Figure 1. Met3 routing (run 1).
Cells faint in the background.
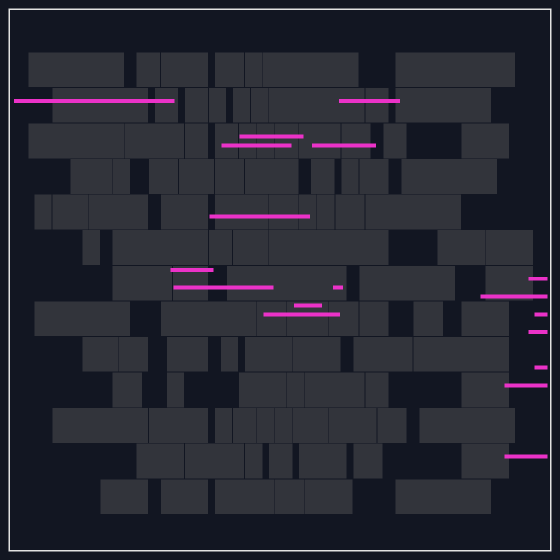
Figure 2. Clock network drawn from the DEF (run 1).
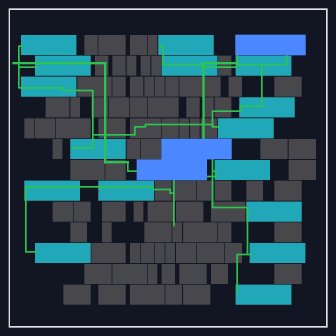
Figure 3. Drive-strength map (run 1).
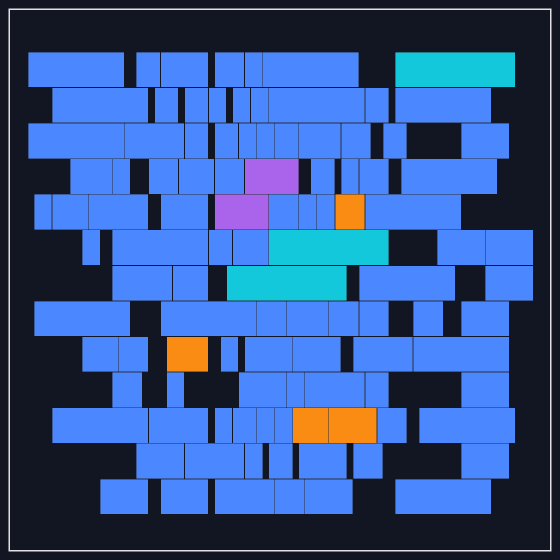
<file path="src/rtl/set_mode_controller.sv">
// set_mode_controller: time-setting sequencer for the clock datapath.
// It steps RUN -> SET_HOUR -> SET_MIN -> RUN on Set releases. It returns to RUN
// after TIMEOUT_TICKS idle seconds in a set state. It turns Up presses into
// increment strobes.
// Optional feature macro: AUTOREPEAT_EN. When it is defined, holding Up makes
// the increment strobe repeat: first after REPEAT_DELAY cycles, then every
// REPEAT_PERIOD cycles. When it is undefined, each Up rising edge gives exactly
// one strobe.
// Strobe semantics: every o_Counters_* strobe is a single-cycle, registered
// pulse. There is no handshake; downstream logic must act on it in that cycle.
// o_Mode is the FSM state register itself, so the state is directly observable.
module set_mode_controller #(
    parameter int TIMEOUT_TICKS = 30,
    parameter int REPEAT_DELAY  = 16384,
    parameter int REPEAT_PERIOD = 4096,
    parameter int CNT_W         = 15
) (
    input  logic       i_Clock,
    input  logic       i_Reset_n,
    input  logic       i_Enable_1Hz,
    input  logic       i_Set_Released,
    input  logic       i_Up_Level,
    output logic [1:0] o_Mode,
    output logic [2:0] o_Counters_Enable_Count,
    output logic       o_Counters_Enable_Increment,
    output logic       o_Counters_Reset,
    output logic [1:0] o_Display_Enable_Digits,
    output logic       o_Display_Enable_Dot
);

    localparam logic [1:0] ST_RUN      = 2'b00;
    localparam logic [1:0] ST_SET_HOUR = 2'b01;
    localparam logic [1:0] ST_SET_MIN  = 2'b10;

    // Timeout fires on the tick that would bring the idle count to TIMEOUT_TICKS.
    localparam logic [7:0] TO_LAST = 8'(TIMEOUT_TICKS - 1);

    logic [1:0] mode_d;
    logic [7:0] timeout_q, timeout_d;
    logic       up_q;
    logic       in_set, up_rise, up_fire, inc_event, timeout_hit;
    logic [2:0] count_d;
    logic [1:0] digits_d;
    logic       dot_d;

    assign in_set  = (o_Mode == ST_SET_HOUR) || (o_Mode == ST_SET_MIN);
    assign up_rise = i_Up_Level && !up_q;

`ifdef AUTOREPEAT_EN
    localparam logic [CNT_W-1:0] DELAY_LAST  = CNT_W'(REPEAT_DELAY - 1);
    localparam logic [CNT_W-1:0] PERIOD_LAST = CNT_W'(REPEAT_PERIOD - 1);

    // Armed only after an Up edge accepted in a set state. A press held
    // across a mode change therefore never autorepeats.
    logic [CNT_W-1:0] hold_q, hold_d;
    logic             armed_q, armed_d;
    logic             repeating_q, repeating_d;
    logic             repeat_fire;

    assign repeat_fire = armed_q && i_Up_Level &&
                         (hold_q == (repeating_q ? PERIOD_LAST : DELAY_LAST));

    // Hold/repeat counter: counts held cycles since the accepted edge and reloads on each repeat strobe.
    always_comb begin
        hold_d      = hold_q;
        armed_d     = armed_q;
        repeating_d = repeating_q;
        if (!in_set || !i_Up_Level || i_Set_Released || timeout_hit) begin
            hold_d      = '0;
            armed_d     = 1'b0;
            repeating_d = 1'b0;
        end else if (up_rise) begin
            hold_d      = '0;
            armed_d     = 1'b1;
            repeating_d = 1'b0;
        end else if (armed_q) begin
            if (repeat_fire) begin
                hold_d      = '0;
                repeating_d = 1'b1;
            end else begin
                hold_d = hold_q + 1'b1;
            end
        end
    end

    // Hold/repeat registers.
    always_ff @(posedge i_Clock) begin
        if (!i_Reset_n) begin
            hold_q      <= '0;
            armed_q     <= 1'b0;
            repeating_q <= 1'b0;
        end else begin
            hold_q      <= hold_d;
            armed_q     <= armed_d;
            repeating_q <= repeating_d;
        end
    end

    assign up_fire = up_rise || repeat_fire;
`else
    assign up_fire = up_rise;
`endif

    // A Set release in the same cycle always wins over Up activity and over timeout.
    assign inc_event   = in_set && !i_Set_Released && up_fire;
    assign timeout_hit = in_set && !i_Set_Released && !inc_event &&
                         i_Enable_1Hz && (timeout_q == TO_LAST);

    // Next mode, idle-second count, and the per-mode outputs for the next mode.
    always_comb begin
        mode_d    = o_Mode;
        timeout_d = timeout_q;
        case (o_Mode)
            ST_RUN:      if (i_Set_Released) mode_d = ST_SET_HOUR;
            ST_SET_HOUR: begin
                if (i_Set_Released)   mode_d = ST_SET_MIN;
                else if (timeout_hit) mode_d = ST_RUN;
            end
            ST_SET_MIN:  if (i_Set_Released || timeout_hit) mode_d = ST_RUN;
            default:     mode_d = ST_RUN;
        endcase

        if (!in_set || i_Set_Released || inc_event || timeout_hit) begin
            timeout_d = '0;
        end else if (i_Enable_1Hz && (timeout_q != 8'hFF)) begin
            timeout_d = timeout_q + 8'd1;
        end

        count_d  = 3'b001;
        digits_d = 2'b00;
        dot_d    = 1'b1;
        case (mode_d)
            ST_SET_HOUR: begin
                count_d  = 3'b100;
                digits_d = 2'b01;
                dot_d    = 1'b0;
            end
            ST_SET_MIN: begin
                count_d  = 3'b010;
                digits_d = 2'b10;
                dot_d    = 1'b0;
            end
            default: ;
        endcase
    end

    // State, counters and all registered outputs.
    always_ff @(posedge i_Clock) begin
        if (!i_Reset_n) begin
            o_Mode                      <= ST_RUN;
            o_Counters_Enable_Count     <= 3'b001;
            o_Counters_Enable_Increment <= 1'b0;
            o_Counters_Reset            <= 1'b0;
            o_Display_Enable_Digits     <= 2'b00;
            o_Display_Enable_Dot        <= 1'b1;
            timeout_q                   <= '0;
            up_q                        <= 1'b0;
        end else begin
            o_Mode                      <= mode_d;
            o_Counters_Enable_Count     <= count_d;
            o_Counters_Enable_Increment <= inc_event;
            o_Counters_Reset            <= (o_Mode == ST_SET_MIN) && i_Set_Released;
            o_Display_Enable_Digits     <= digits_d;
            o_Display_Enable_Dot        <= dot_d;
            timeout_q                   <= timeout_d;
            up_q                        <= i_Up_Level;
        end
    end

endmodule

</file>
<file path="config.mk">
export PLATFORM = sky130hd
export DESIGN_NAME = set_mode_controller
export DESIGN_NICKNAME = d
export VERILOG_FILES = /design/src/rtl/set_mode_controller.sv
export SDC_FILE = /design/constraint.sdc
export NUM_CORES = 1
export LEC_CHECK = 0
export CAP_MARGIN = 10
export CORE_UTILIZATION = 53
export CTS_BUF_LIST = sky130_fd_sc_hd__clkbuf_16
export CTS_CLUSTER_DIAMETER = 50
export DETAILED_ROUTE_END_ITERATION = 8
export GPL_ROUTABILITY_DRIVEN = 0
export PLACE_DENSITY = 0.93
export SLEW_MARGIN = 15
export SYNTH_ARGS = -nofsm -noshare
export SYNTH_HDL_FRONTEND = slang
export SYNTH_SLANG_ARGS = --single-unit
</file>
<file path="constraint.sdc">
create_clock -name i_Clock -period 5.6 [get_ports i_Clock]
set_input_delay 0.84 -clock i_Clock [delete_from_list [all_inputs] [get_ports i_Clock]]
set_output_delay 0.84 -clock i_Clock [all_outputs]
set_load 0.03 [all_outputs]
</file>
==> flow_summary.ini, run 1 <==
; yosys + openroad results
[global_routing]
grt_use_met1_pct = 28.99
antenna_found_initial = 0
grt_start_max_net_pins = 10
grt_use_met2_pct = 37.50

[clock_network]
cts-buffers-inserted = 3
htree_levels = 1
cts-root-buf = clkbuf_16
path_clk_slew_ns = 0.05

[yosys]
top_area_share_pct = 39.14
aoi_share_pct = 11.47
adder_share_pct = 12.23
top_cell = dfxtp_1
yosys_area_um2 = 818.3
xor_share_pct = 1.070
simple_gate_share_pct = 31.50

[worst_setup_path]
rr_endpoint = o_Counters_Enable_Count[0]$_SDFF_PN1_
crit_path_end_kind = flop
critPathTopFamily = simple AND/OR/NAND/NOR gates
cp_max_fo = 6

[final_timing]
slew-limit-headroom_pct = 77.00
hold-worst-slack_ns = 0.4148
fin_setup_tns_ns = 0

[pwr]
cell_internal_pwr_mw = 0.2360
leakagePower_nw = 0.3836
switchingPower_mw = 0.07589

[floorplanning]
rows = 13
die_w_um = 41.29
tap_cells = 15
core_um2 = 1366

[layout]
nClkBuffers = 3
lay_top_count = dfxtp_1
drive_gt1_share_pct = 8.571
clk_share_pct = 7.627

[placement]
dpl_cell_area_um2 = 954.7
dpl.hpwl_um = 1155

[routing]
ant_nets = 0

[run]
max_cap_viol_count = 0

[outcome]
status = finished clean
Back to the opening pictures, Figure 1:
main direction: horizontal
share of all routed wire: 4.2%
longest straight run: 12.0 um
nets with wire on the layer: 16
wire length on this layer: 70.4 um
M3 GR Usage: 6.383%
vias: 701
final WL: 1684 um

Back to the opening pictures, Figure 2:
[blue] cells driving clock nets | count: 3
[cyan] flip-flops | count: 16
[green] clock wires | length: 210 um
routed clock nets: 4
flops lie: all over the die
Worst-Skew Late Latency: 0.25 ns
clk pwr: 0.139 mW
clk_skew: 0.004252 ns
clock share of power: 44.6%

Back to the opening pictures, Figure 3:
[orange] drive 2 | cells: 4 | share: 3.8%
[cyan] drive 6 and up | cells: 3 | share: 2.9% | most used: clkbuf_16
[blue] drive 1 or less | cells: 96 | share: 91% | most used: dfxtp_1
[purple] drive 3 to 4 | cells: 2 | share: 1.9%
bufs w/o clock: 14
Layout area overhead: 26.30%
final worst slack: 2.612 ns
design area: 1033 um2

Figure 4. Routing congestion map (run 1).
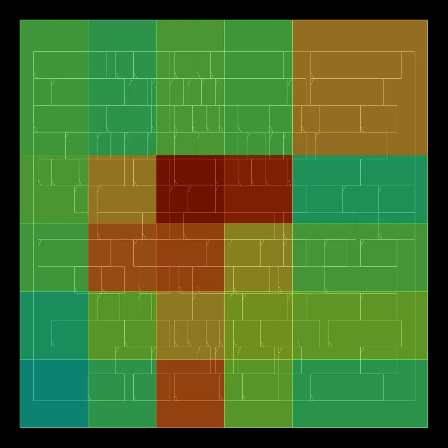

==> run 2, diff against run 1 <==
Settings changed: CORE_UTILIZATION 53 to 45, PLACE_DENSITY 0.93 to 0.85.
Clock period 5.6 ns to 2.7 ns, I/O delays scaled along.
Figure 5. Routing congestion map (run 2).
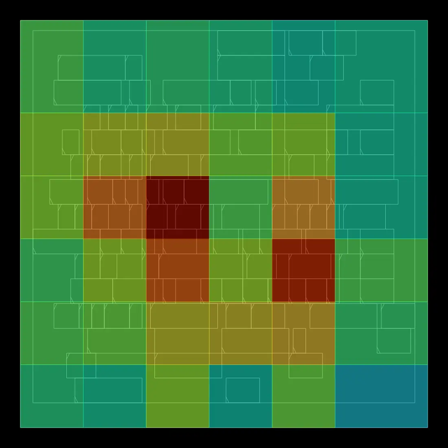
GR Util met1: 18.81%
Util after Layout: 63.00%
busiest grt layer: met2
WL/cell: 11.34 um

==> run 2 against run 1 <==
  * Largest cell class unchanged
  * Largest power group unchanged
  * Sequential share of layout area down 1.2 points
  * Setup slack worse by 2.5 ns
  * Total power up 110%
  * Synthesized area unchanged
==> flow_summary.ini, run 2 <==
; yosys + openroad results
[outcome]
status = finished clean

[worst_setup_path]
rr_endpoint = o_Counters_Enable_Count[0]$_SDFF_PN1_
crit_path_end_kind = flop
worstRegToRegCells = 8
cp_max_fo = 6

[floorplanning]
die_w_um = 44.64
core_um2 = 1708
rows = 15
tap_cells = 25

[layout]
drive_gt1_share_pct = 11.93
clk_share_pct = 7.326
non_clock_buffer_count = 18
nClkBuffers = 3
area_delta_synth_final_pct = 31.50

[yosys]
simple_gate_share_pct = 31.50
numSynthFlops = 16
xor_share_pct = 1.070
adder_share_pct = 12.23
yosys_area_um2 = 818.3

[final_timing]
hold-worst-slack_ns = 0.4240
skew_ns = 0.003070
fin_setup_tns_ns = 0
slew-limit-headroom_pct = 77.79

[pwr]
cell_internal_pwr_mw = 0.4910
leakagePower_nw = 0.4041
pwr-share-clk_pct = 43.8
powerClk_mw = 0.280
switchingPower_mw = 0.1489

[placement]
dpl.hpwl_um = 1160
dpl_cell_area_um2 = 997.2

[global_routing]
grt_use_met2_pct = 34.12
antenna_found_initial = 0
use_met3_pct = 3.673
grt_start_max_net_pins = 10

[clock_network]
cts-buffers-inserted = 3
cts-root-buf = clkbuf_16
clk_latency_ns = 0.24
htree_levels = 1
path_clk_slew_ns = 0.05

[routing]
ant_nets = 0
drt_wl_total_um = 1519
vias = 718
Figure 6. Gate-type map (run 2).
The bar under the picture is 10 um long.
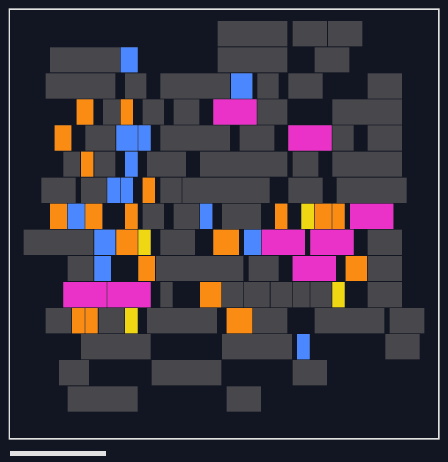
[magenta] adder and majority cells | cells: 8
[yellow] inverters | cells: 4 | where: centre
[orange] NOR gates | cells: 19
[blue] NAND gates | cells: 13
final non-filler cell total: 134
most frequently placed logic cell in the final layout: dfxtp_1
multi-input combinational area share: 42.79%

Power figures rest on the tool's default switching activity, not on a simulated workload.
